==> config.mk <==
export PLATFORM = sky130hd
export DESIGN_NAME = ex_operand_stage
export DESIGN_NICKNAME = d
export VERILOG_FILES = /design/src/rtl/mips_pkg.sv /design/src/rtl/alu_control.sv /design/src/rtl/ex_operand_stage.sv
export SDC_FILE = /design/constraint.sdc
export NUM_CORES = 1
export LEC_CHECK = 0
export ABC_AREA = 1
export ABC_CLOCK_PERIOD_IN_PS = 3400
export CAP_MARGIN = 20
export CORE_ASPECT_RATIO = 0.75
export CORE_MARGIN = 4
export CORE_UTILIZATION = 42
export CTS_BUF_LIST = sky130_fd_sc_hd__clkbuf_8
export CTS_CLUSTER_SIZE = 16
export DETAILED_ROUTE_END_ITERATION = 7
export HOLD_SLACK_MARGIN = 0.12
export PLACE_DENSITY = 0.83
export SYNTH_ARGS = -nofsm -noshare
export SYNTH_HDL_FRONTEND = slang
export SYNTH_SLANG_ARGS = --single-unit
==> constraint.sdc <==
create_clock -name clk -period 3.4 [get_ports clk]
set_input_delay 1.02 -clock clk [delete_from_list [all_inputs] [get_ports clk]]
set_output_delay 1.02 -clock clk [all_outputs]
set_load 0.02 [all_outputs]
The metal 3 layer:
The bar under the picture is 50 um long.
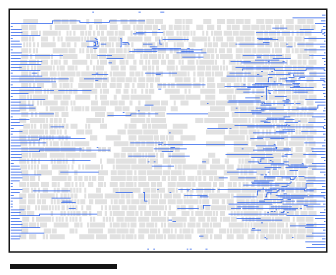
longest straight run: 41.8 um
wire length on this layer: 3090 um
share of all routed wire: 11%
main direction: horizontal
final wirelength: 29.3 mm
GRT met3 Usage: 8.49%
vias: 7861

Signal wires on met4:
The bar under the picture is 50 um long.
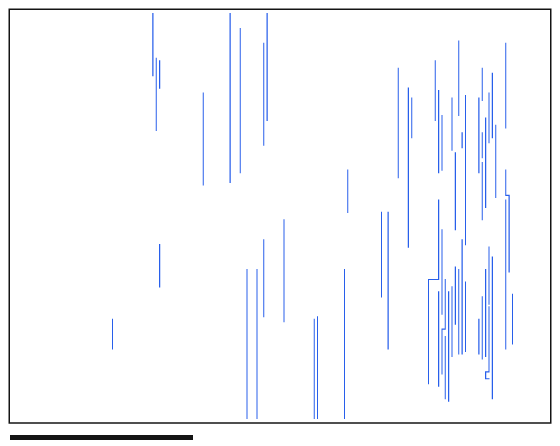
share of all routed wire: 4.8%
longest straight run: 46.2 um

Metal 2:
The bar under the picture is 50 um long.
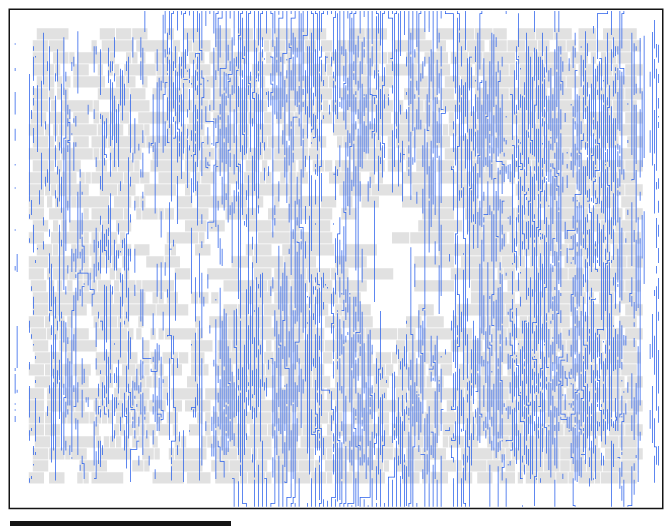
wire length on this layer: 13900 um
share of all routed wire: 48%
main direction: vertical
met2 Track Usage GR: 51.0%

Congestion heat map:
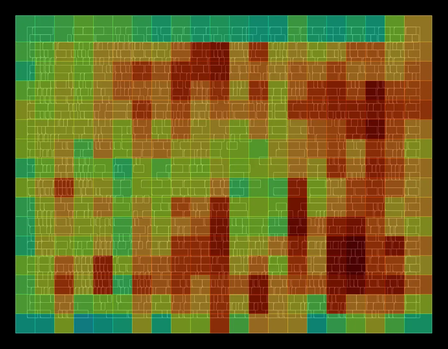
final core occ: 81.6%
M1 GR Usage: 34.5%
gr usage total: 29.2%
DR WL/cell: 19.3 um
GRT Max-Usage Layer: met2

M1 wires:
The bar under the picture is 50 um long.
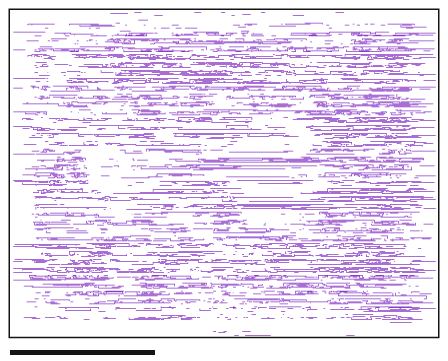
longest straight run: 33.6 um
wire length on this layer: 10800 um
main direction: horizontal
nets with wire on the layer: 1358
share of all routed wire: 37%

==> GITHUB_STEP_SUMMARY <==
## Implementation flow summary

| Metric | Value |
|---|---|
| Status | `complete, but fails checks` |
| Failing checks | `setup timing` |
| Pins Over Slew Limit | `0` |
| Adders+Majority by Area | `0%` |
| Post-Synth XOR/XNOR Area | `between 2 and 3%` |
| Drt first pass iters | `7` |
| Ys Warns | `0` |
| Clock tree sinks | `109` |
| CP max stage delay | `0.20 ns` |
| DP HPWL | `17.3 mm` |
| Starting DRT DRC Count | `roughly 660` |
| Syn_nets | `1156` |
| Main power group | `sequential cells` |
| Design area | `11800 um^2` |
| Worst Path Required | `2.38 ns` |
| Comb/total area | `a little over a third` |
| Pint | `between 2 and 2.5 mW` |
| Power, Total | `3.31 mW` |
| Post-synth area hogs | `dfxtp_1 (35%), nand2_1 (14%), nand3_1 (11%), inv_1 (9.9%), nand3b_1 (7.9%)` |
| Placed cell area | `9730 um^2` |
| TritonCTS Buffers | `9` |
| Layout cells sized above 1 | `33.5%` |
| Aoi share | `1.02%` |
| Initial antenna violation count | `0` |
| Site row count | `38` |
| #FFs+latches synth | `109` |
| Ys flop type | `dfxtp_1` |
| Largest area contributor in the netlist | `dfxtp_1` |
| TAP cells | `200` |
| DRC | `0` |
| Multi-input logic area | `4220 um^2` |
| Cell Pwr Density | `281 nW/um^2` |
| Latency at later pin | `0.38 ns` |
| Top logic cells by instance count in the layout | `clkdlybuf4s50_1 (186), inv_1 (160), nand2_1 (140), nor2_1 (113), buf_6 (111)` |
| Vias in the first global route | `~7400` |
| Area of the core | `14400 um^2` |
| Reg power frac | `approximately 40%` |
| Final worst slack | `-0.206 ns` |
| Mapped Cells | `approximately 970` |
| Dominant kind of cell | `buffers` |
| First-pass GRT wire length | `38.6 mm` |
| Layout Nets | `between 1000 and 1500` |
| # setup viols final | `96` |
| Cell family with the largest share of critical-path delay | `buffers and inverters` |
| Worst hold margin | `slightly above 1 ns` |
| Min cycle time layout | `3.61 ns` |
| YS chip area | `about 6200 um^2` |
| Seq area share | `about 19%` |
| Root Driver | `clkbuf_8` |
| R2r setup slk | `1.36 ns` |
Power and IR drop assume default switching activity.
